**Clock network drawn from the DEF**

The bar under the picture is 20 um long.
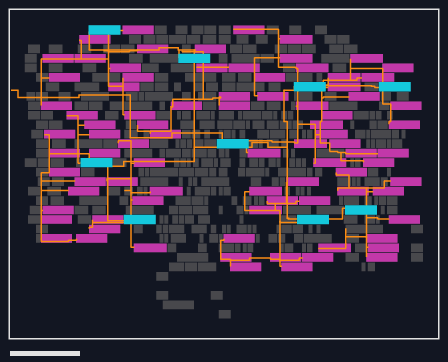
**The clock network**

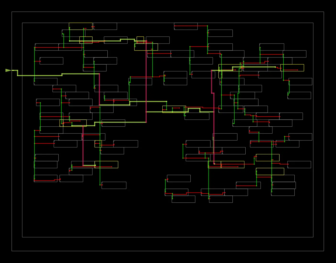
**The metal 4 layer**

Cells faint in the background.
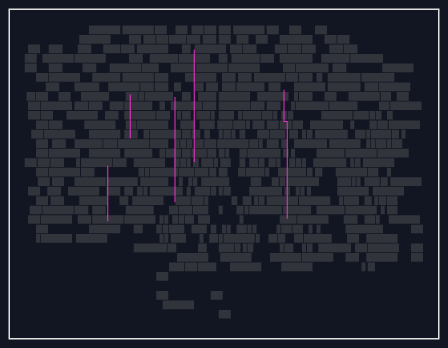
**Signal metal coverage by tile**

25 x 19 tiles, from dark blue (low) to red (high), scaled to the fullest tile. Values are wire area over tile area, all layers added.
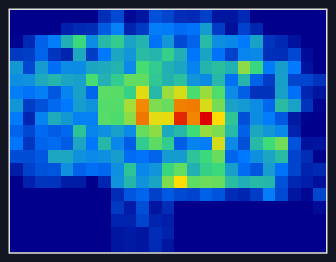
**Placement by cell class**

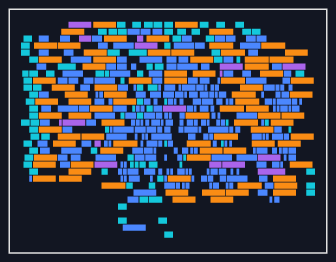
==> config.mk <==
export PLATFORM = sky130hd
export DESIGN_NAME = seg595_hex_scan
export DESIGN_NICKNAME = d
export VERILOG_FILES = /design/src/rtl/seg595_hex_scan.sv
export SDC_FILE = /design/constraint.sdc
export NUM_CORES = 1
export LEC_CHECK = 0
export CAP_MARGIN = 20
export CORE_ASPECT_RATIO = 0.75
export CORE_MARGIN = 4
export CORE_UTILIZATION = 45
export DETAILED_ROUTE_END_ITERATION = 8
export GPL_TIMING_DRIVEN = 0
export PLACE_DENSITY = 0.8
export SETUP_SLACK_MARGIN = 0.5
export SLEW_MARGIN = 10
export SYNTH_ARGS = -nofsm -noshare
export SYNTH_HDL_FRONTEND = slang
export SYNTH_SLANG_ARGS = --single-unit
==> constraint.sdc <==
create_clock -name sys_clk -period 3.1 [get_ports sys_clk]
set_input_delay 0.62 -clock sys_clk [delete_from_list [all_inputs] [get_ports sys_clk]]
set_output_delay 0.62 -clock sys_clk [all_outputs]
set_load 0.02 [all_outputs]
==> flow_metrics.tcl <==
# metrics dict for downstream scripts
set metrics [dict create \
    status "finished clean" \
    hold_viol 0 \
    topCellsByArea "dfrtp_1 38%, mux2_2 13%, dfstp_2 10%, mux4_2 9.1%, ha_1 6.5%" \
    rows 31 \
    min_period_ns 2.79 \
    edf_count 0 \
    fin_area_mm2 0.00574 \
    die_h_um 94.1 \
    yosys_area_mm2 0.00445 \
    ff_type "dfrtp_1" \
    gp_congestion 0.912 \
    path_clk_slew_ns 0.06 \
    drv_slew 0 \
    path_cells "ha_4 -> ha_1 -> clkbuf_2 -> clkbuf_8 -> mux4_2 -> mux2i_4 -> inv_2 -> ha_2 -> mux2_2 -> mux2i_1 -> a21oi_1" \
    mux_area_share_pct 24.9 \
    aoi_share_pct 6.69 \
    antenna_found_initial 0 \
    layout-drive-gt1-share_pct 34.0 \
    port_buffers 56 \
    pin_count 58 \
    crit_fanout 10 \
    cts_hold_buf 0 \
    grt_pass1_vias 3239 \
    cts_max_level 3 \
    yosysSeqAreaShare_pct 48.3 \
    chipArea_mm2 0.0116 \
    drc 0 \
    core_mm2 0.00966 \
    cts_tree "built" \
    grt_overflow 0 \
    cp_data_arrival_time_ns 3.07 \
    syn_avg_cell_area_um2 12.4 \
    final_layout_top_logic_cell "dfrtp_1" \
    synth-seq-cells 85 \
    ys_top_cells_by_count "68 x dfrtp_1, 51 x mux2_2, 35 x nand2_1" \
    drt_pass1_iterations 5 \
    layout_setup_ws_ns 0.306 \
    drt_iter0_drc 114 \
    warning_count 46 \
    power_leakage_nw 2.45 \
    worst-r2r-cell-count 11 \
    grt_max_degree 45 \
    fmax_ghz 0.358 \
    top_area_cell "dfrtp_1" \
    worstMarginPinSlew_ns 0.552 \
    endpoint_kind "register" \
]
-- 'clock network drawn from the DEF' (at the start) --
clock drivers -> cyan  # count 9
clock wires -> orange  # length 1060 um
flip-flops -> magenta  # count 85
routed clock nets = 10
clk pwr: 0.00110 W
clock power share: 44.4%
clk_skew: 0.00581 ns
clk_lat worst skew: 0.35 ns

-- 'the clock network' (at the start) --
layout sequential cell count: 85
clock sink count: 85
layout clock buffer count: 13

-- 'the metal 4 layer' (at the start) --
nets with wire on the layer = 3
wire length on this layer = 127 um
share of all routed wire = 1.3%
final wirelength: 9890 um
via count: 3120

-- 'signal metal coverage by tile' (at the start) --
densest ninth of the die = centre
mean over tiles = 0.14
nearly empty tiles = 26%
fullest tile = 0.62
emptiest ninth of the die = south-west
drt wl/cell: 17.2 um
GRT Total Usage: 18.4%

-- 'placement by cell class' (at the start) --
combinational and other logic -> blue  # cells 252, share of their area 41%
flops -> orange  # cells 85, share of their area 39%
other buffers and delay cells -> cyan  # cells 91, share of their area 15%
clock drivers and dummy loads -> purple  # cells 16, share of their area 5.5%
fin util: 59.4%
fraction of area in registers: 37.5%

repair_timing:
action                     in CTS  in global routing
gates resized                  13                  5
pin swaps                       3                  4
setup endpoints to repair      11                 60
setup buffers                  11                  2
power breakdown:
group / switching [W] / total (W) / internal (W)
clock: 0.000430 / 0.00110 / 0.000669
combinational: 0.0000912 / 0.000215 / 0.000124
sequential: 0.0000146 / 0.00116 / 0.00114
total: 0.000536 / 0.00247 / 0.00194
critical path: cells and delay by family (launching register included):
kind                     cells  cell delay [ns]
adder cells (fa/ha/maj)      3             0.66
AND-OR/OR-AND                1             0.09
multiplexers                 4             0.97
flip-flops                   1             0.43
buffers and inverters        3             0.57
stage by stage:
stage / instances / hold WS [ns]
2_1_floorplan: 358 / 0.324
6_report: 576 / 0.260
5_1_grt: 576 / 0.289
4_1_cts: 574 / 0.273
3_5_place_dp: 547 / 0.465
3_3_place_gp: 546 / 0.455
layout make-up:
| class | count | area, um^2 |
|---|---|---|
| plain buffers | 21 | 138 |
| flip-flops and latches | 85 | 2150 |
| multi-input cells | 239 | 2260 |
| repair buffers | 70 | 676 |
| fillers | 731 | 3920 |
| well taps | 132 | 165 |
| clock buffers | 13 | 260 |
| inverters | 13 | 48.8 |
| clock inverters | 3 | 45.0 |
metal layers:
layer | global-route usage (%) | part of all wire [%] | vias to the layer above
met4 | 5.59 | 1.3 | 0
met1 | 23.8 | 45 | 1580
met2 | 29.8 | 49 | 89
met5 | 0 | 0 | -
li1 | - | - | 1439
met3 | 5.60 | 5.4 | 12
Power figures rest on the tool's default switching activity, not on a simulated workload.
